<file path="src/rtl/hazard_unit_param.sv">
// Load-use / forwarding controller beside ID: tracks rd of downstream instrs, emits bypass selects and stalls.
// Optional build macro ECALL_HAZARD_EN: ECALL reads a7 (rs1) and a0 (rs2) for hazard/forward purposes.
module hazard_unit_param #(
    parameter int NUM_FWD_STAGES  = 2,
    parameter int LOAD_USE_CYCLES = 1,
    parameter int CNT_W           = 16,
    localparam int SEL_W          = $clog2(NUM_FWD_STAGES + 1)
) (
    input  logic             clk,
    input  logic             rst,
    input  logic             id_valid,
    input  logic [31:0]      id_inst,
    input  logic             flush,
    output logic             stall,
    output logic [SEL_W-1:0] fwd_sel_rs1,
    output logic [SEL_W-1:0] fwd_sel_rs2,
    output logic [CNT_W-1:0] stall_cnt
);

    typedef enum logic [6:0] {
        OP_LUI    = 7'b0110111,
        OP_AUIPC  = 7'b0010111,
        OP_JAL    = 7'b1101111,
        OP_JALR   = 7'b1100111,
        OP_BRANCH = 7'b1100011,
        OP_LOAD   = 7'b0000011,
        OP_STORE  = 7'b0100011,
        OP_IMM    = 7'b0010011,
        OP_OP     = 7'b0110011,
        OP_SYSTEM = 7'b1110011
    } opcode_e;

    typedef struct packed {
        logic       v;
        logic [4:0] rd;
        logic       ld;
    } trk_t;

    trk_t        trk [NUM_FWD_STAGES];
    opcode_e     opc;
    logic        writes_rd, is_load, uses_rs1, uses_rs2, enter;
    logic [4:0]  rs1_idx, rs2_idx;
    logic [SEL_W:0] res1, res2;
    logic        unused_fields;

    assign opc           = opcode_e'(id_inst[6:0]);
    assign unused_fields = ^{id_inst[31:25], id_inst[14:12]};

    always_comb begin
        writes_rd = 1'b0;
        is_load   = 1'b0;
        uses_rs1  = 1'b0;
        uses_rs2  = 1'b0;
        rs1_idx   = id_inst[19:15];
        rs2_idx   = id_inst[24:20];
        case (opc)
            OP_LUI, OP_AUIPC, OP_JAL: writes_rd = 1'b1;
            OP_JALR:   begin writes_rd = 1'b1; uses_rs1 = 1'b1; end
            OP_BRANCH: begin uses_rs1 = 1'b1; uses_rs2 = 1'b1; end
            OP_LOAD:   begin writes_rd = 1'b1; is_load = 1'b1; uses_rs1 = 1'b1; end
            OP_STORE:  begin uses_rs1 = 1'b1; uses_rs2 = 1'b1; end
            OP_IMM:    begin writes_rd = 1'b1; uses_rs1 = 1'b1; end
            OP_OP:     begin writes_rd = 1'b1; uses_rs1 = 1'b1; uses_rs2 = 1'b1; end
            OP_SYSTEM: begin
`ifdef ECALL_HAZARD_EN
                uses_rs1 = 1'b1;
                uses_rs2 = 1'b1;
                rs1_idx  = 5'd17;
                rs2_idx  = 5'd10;
`else
                uses_rs1 = 1'b0;
`endif
            end
            default: ;
        endcase
        if (id_inst[11:7] == 5'd0) writes_rd = 1'b0;
    end

    // Youngest matching entry decides; an unready load there hides any older match.
    function automatic logic [SEL_W:0] resolve(input logic used, input logic [4:0] rs);
        logic             found, hz;
        logic [SEL_W-1:0] sel;
        found = 1'b0;
        hz    = 1'b0;
        sel   = '0;
        for (int unsigned i = 0; i < NUM_FWD_STAGES; i++) begin
            if (!found && used && rs != 5'd0 && trk[i].v && trk[i].rd == rs) begin
                found = 1'b1;
                if (trk[i].ld && int'(i) < LOAD_USE_CYCLES) hz = 1'b1;
                else sel = SEL_W'(i + 1);
            end
        end
        return {hz, sel};
    endfunction

    assign res1 = resolve(uses_rs1, rs1_idx);
    assign res2 = resolve(uses_rs2, rs2_idx);

    always_comb begin
        stall       = 1'b0;
        fwd_sel_rs1 = '0;
        fwd_sel_rs2 = '0;
        if (!rst && id_valid && !flush) begin
            stall = res1[SEL_W] | res2[SEL_W];
            if (!stall) begin
                fwd_sel_rs1 = res1[SEL_W-1:0];
                fwd_sel_rs2 = res2[SEL_W-1:0];
            end
        end
    end

    assign enter = id_valid & ~stall & ~flush & writes_rd;

    always_ff @(posedge clk) begin
        if (rst) begin
            for (int unsigned i = 0; i < NUM_FWD_STAGES; i++) trk[i] <= '0;
            stall_cnt <= '0;
        end else begin
            for (int unsigned i = 1; i < NUM_FWD_STAGES; i++) trk[i] <= trk[i-1];
            trk[0].v  <= enter;
            trk[0].rd <= enter ? id_inst[11:7] : 5'd0;
            trk[0].ld <= enter & is_load;
            if (stall && stall_cnt != '1) stall_cnt <= stall_cnt + 1'b1;
        end
    end

endmodule

</file>
<file path="config.mk">
export PLATFORM = sky130hd
export DESIGN_NAME = hazard_unit_param
export DESIGN_NICKNAME = d
export VERILOG_FILES = /design/src/rtl/hazard_unit_param.sv
export SDC_FILE = /design/constraint.sdc
export NUM_CORES = 1
export LEC_CHECK = 0
export CORE_UTILIZATION = 46
export DETAILED_ROUTE_END_ITERATION = 7
export PLACE_DENSITY = 0.8
export RECOVER_POWER = 100
export SLEW_MARGIN = 25
export SYNTH_ARGS = -nofsm -noshare
export SYNTH_HDL_FRONTEND = slang
export SYNTH_SLANG_ARGS = --single-unit
</file>
<file path="constraint.sdc">
create_clock -name clk -period 2.9 [get_ports clk]
set_clock_uncertainty 0.05 [all_clocks]
set_input_delay 0.58 -clock clk [delete_from_list [all_inputs] [get_ports clk]]
set_output_delay 0.58 -clock clk [all_outputs]
set_load 0.02 [all_outputs]
</file>
**The metal 1 layer**

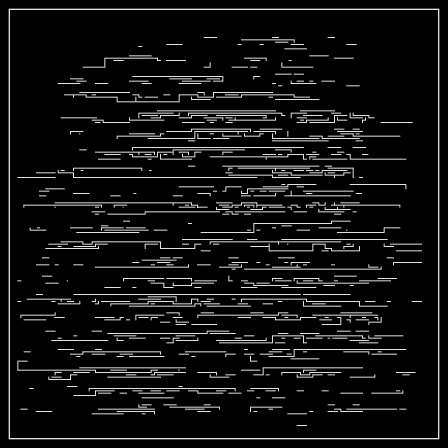
- nets with wire on the layer: 268
- main direction: horizontal
- wire length on this layer: 1930 microns
- share of all routed wire: 43%

**Signal wires on met2**

The bar under the picture is 20 microns long. Cells faint in the background.
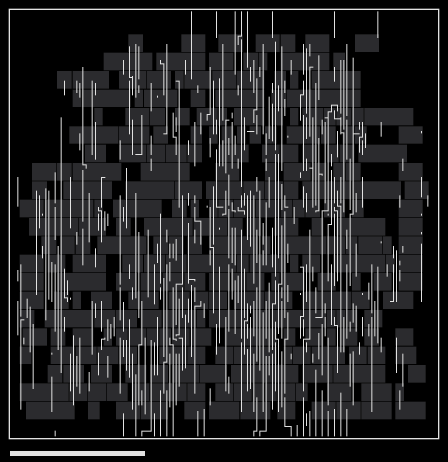
- share of all routed wire: 50%
- main direction: vertical
- nets with wire on the layer: 267
- wire length on this layer: 2240 microns
- longest straight run: 37.7 microns

**M3 wires**

The bar under the picture is 20 microns long.
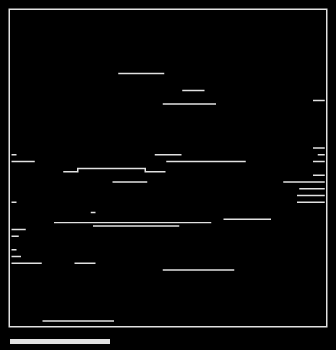
- longest straight run: 31.3 microns
- nets with wire on the layer: 26
- share of all routed wire: 4.8%

==> run notes <==
run results: Yosys reg bits 29, IO Port Bufs 46, fin. max-slew vios 0, final core utilization 74.64%, worst-path fanout max 3, total grt overflow 0, Worst EP required 2.27 ns, most used flip-flop cell dfxtp_1, clk slew on worst S/H paths 0.06 ns, 1st-iter DRT viols 93, Comb gate area 1181 sq um, total of warnings raised by yosys 0, yosys synthesis chip area 1734 sq um, fill count 261, fmax 350.8 MHz, Design Power 909.6 uW, CORE AREA 3468 sq um, Mean Syn Cell Area 8.893 sq um, Seq share, synth 33.48%, routed via count 1699, post-DR vias/cell 5.326, Post-synth EDFFs 0, P per Cell Area 351.4 nW/um^2, CTS root buf clkbuf_8, Worst Hold Class reg2reg, Worst Max-Slew Pin Slew 1.182 ns, Pleak 1.103 nW, Post-synth ARST share 0%, register area 580.6 sq um, CTS sink cnt 29, tool warnings 38, DPL Wire Length 3.218 mm, clk latency late pin 0.29 ns, count leader, synth dfxtp_1, # setup viols final 0, reg-to-reg endpoint stall_cnt[13]$_SDFFE_PP0P_, number of routed nets with antenna violations 0, worst setup margin 0.04972 ns, CTS Buf Count 5, Layout Cells excl Fill 319, drt drc 0, CTS tree done, Top cells by area dfxtp_1, xnor2_1, xor2_1, Final period util 98.29%, Yosys top cell by area dfxtp_1, Setup CP Type in2out, first-pass detailed-route iteration total 4, CTS H-tree depth 2, Top-area cell share 33.48%, I/O pin total 57, nets 310, GPL Wtd Cong 0.8675, area grow syn2layout 49.28%, Max Cap Viol 0, crit path DAT 2.22 ns, Reg2Reg Launch Point stall_cnt[0]$_SDFFE_PP0P_, Worst slew margin 21.22%, fraction of layout cells with a size suffix above 1 29.30%, number of global-route vias before repair 1683, Placed Instances 306, initial antenna violation count 0, final WL 4.466 mm, Peak supply drop 0.2720 mV, ys cells 195, post-synth net total 232, Mapped Cells 195, synthesized cell area 1734 sq um, row cnt 21, flop-to-flop setup slack 0.61 ns, Die H 63.40 microns, Worst setup EP type primary output, Hold Path Depth 1, clock buffer depth 2, Reg2Reg Depth 7, FP Util 50.00%, min cycle time layout 2.850 ns, final hold vios 0, Distinct cells, synth 46, antenna diode count 0, Setup WS pre-CTS -0.6535 ns, Hold Crit Start trk[0][6]$_SDFF_PP0_, Startpoint Class primary input, Horiz. Die Dim 63.40 microns, hold_ws 0.4410 ns, top cells by count dfxtp_1, nor2_1, nand2_1, nor2b_1, Hold Path Sink trk[1][6]$_SDFF_PP0_, first-pass GRT wire length 7.493 mm, total die size 4020 sq um, status completed, pin count of the biggest net entering global routing 29
**Zoomed window**

The bar under the picture is 5 microns long. Window x 6 to 26, y 38 to 58 microns. Cells in grey, sequential cells in the stronger grey; small squares are vias.
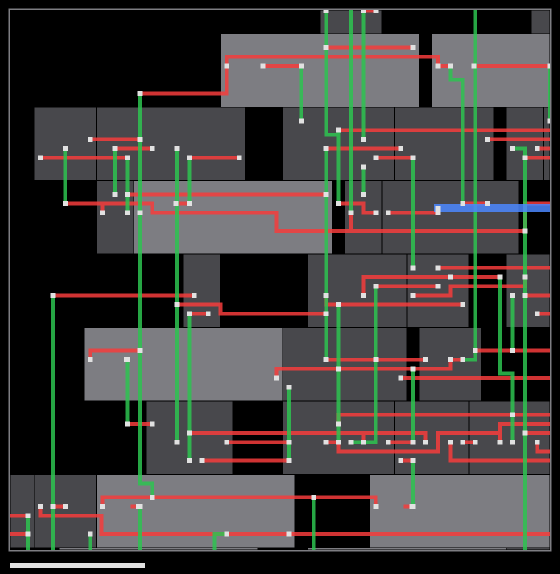
- M3: blue
- M1: red
- M2: green
- cells with their middle in the window: 25
- sequential cells in the window: 6
- most frequent: dfxtp_1 (6), nor2_1 (3), nor2b_1 (2)
- netlist names of flops here include: `stall_cnt` (6)

**Track usage over the die**

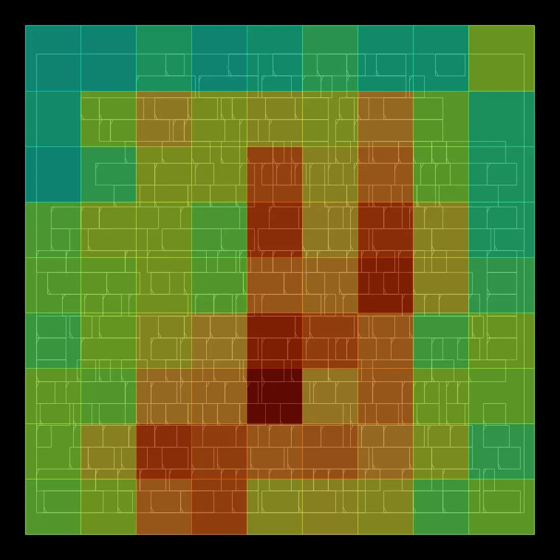
met2 usage: 40.29%
met1 usage: 28.94%
global routing's busiest layer: met2
total routing usage reported by global routing: 24.03%
routed len/inst: 14.00 microns

-- area by class of cell --
cell class,instances,area share (%)
clock buffer,5,2.658
clock inverter,2,1.353
inverter,3,0.4350
multi-input combinational,157,45.63
sequential,29,22.43
tap,46,2.223
timing repair buffer,77,25.28
-- cells by family after synthesis --
logic type | count (synthesis) | synth area share [%]
simple gates | 103 | 35.93
flops | 29 | 33.48
compound gates | 26 | 11.90
xor+xnor | 20 | 10.10
buf+inv | 9 | 2.886
mux | 7 | 4.978
fa+ha+maj | 1 | 0.7214
-- worst max-delay path by stage --
| stage | to | from | slack (ns) |
|---|---|---|---|
| after floorplan | fwd_sel_rs1[1] | id_inst[21] | -0.003 |
| after global placement | fwd_sel_rs1[1] | id_inst[21] | -0.63 |
| after detailed placement | fwd_sel_rs1[1] | id_inst[21] | -0.65 |
| after CTS | fwd_sel_rs1[1] | id_inst[6] | -0.02 |
| after global routing | stall | id_inst[4] | -0.006 |
| final | stall | id_inst[2] | 0.05 |
-- registers in the layout, summed over array words and instances (netlist names) --
name	flops
trk	13
stall_cnt	16
-- through the flow --
stage                TNS [ns]  area, sq um
floorplan           -0.002779         1745
global placement       -2.873         2412
detailed placement     -3.270         2412
CTS                  -0.02246         2536
global route        -0.006222         2589
finish                      0         2589
-- worst max-delay path, cell delays in order --
cell and delay [ns]:
clkdlybuf4s50_1 0.45, nand2b_4 0.17, a2111oi_4 0.38, buf_4 0.21
nand2_4 0.05, a211oi_2 0.22, buf_4 0.17
-- layer usage --
layer | part of all wire (%) | vias up | track usage, % | wire (microns)
met2 | 50 | 39 | 40.29 | 2242
met5 | 0 | - | 0 | 0
met4 | 1.7 | 0 | 8.807 | 77
li1 | - | 861 | - | -
met1 | 43 | 791 | 28.94 | 1933
met3 | 4.7 | 8 | 6.703 | 212
-- placed cells by master, fill, tap and decap left out, drive strengths merged, types with 6 or more instances in the layout --
cell,Yosys,routed
nor2b,13,13
a21oi,7,7
xnor2,10,10
xor2,10,10
nor2,18,18
dfxtp,29,29
nand2,13,13
nand4,8,8
buf,3,35
clkbuf,3,11
o21ai,7,7
nand3,6,6
clkdlybuf4s50,0,10
or3,7,7
and2,6,6
mux2,7,7
nor3,11,11
nor4,7,7
dlygate4sd3,0,17
-- timing repair --
| action | in CTS | in global routing |
|---|---|---|
| gates resized | 45 | 22 |
| hold buffers | 0 | 0 |
| setup endpoints to repair | 5 | 5 |
| setup buffers | 4 | 2 |
| pin swaps | 11 | 12 |
-- where the power goes --
part | internal, mW | switching [mW]
Sequential | 0.399 | 0.000413
Combinational | 0.0602 | 0.0470
Clock | 0.249 | 0.154
Total | 0.708 | 0.201
Power is estimated from default activity; no workload was simulated.
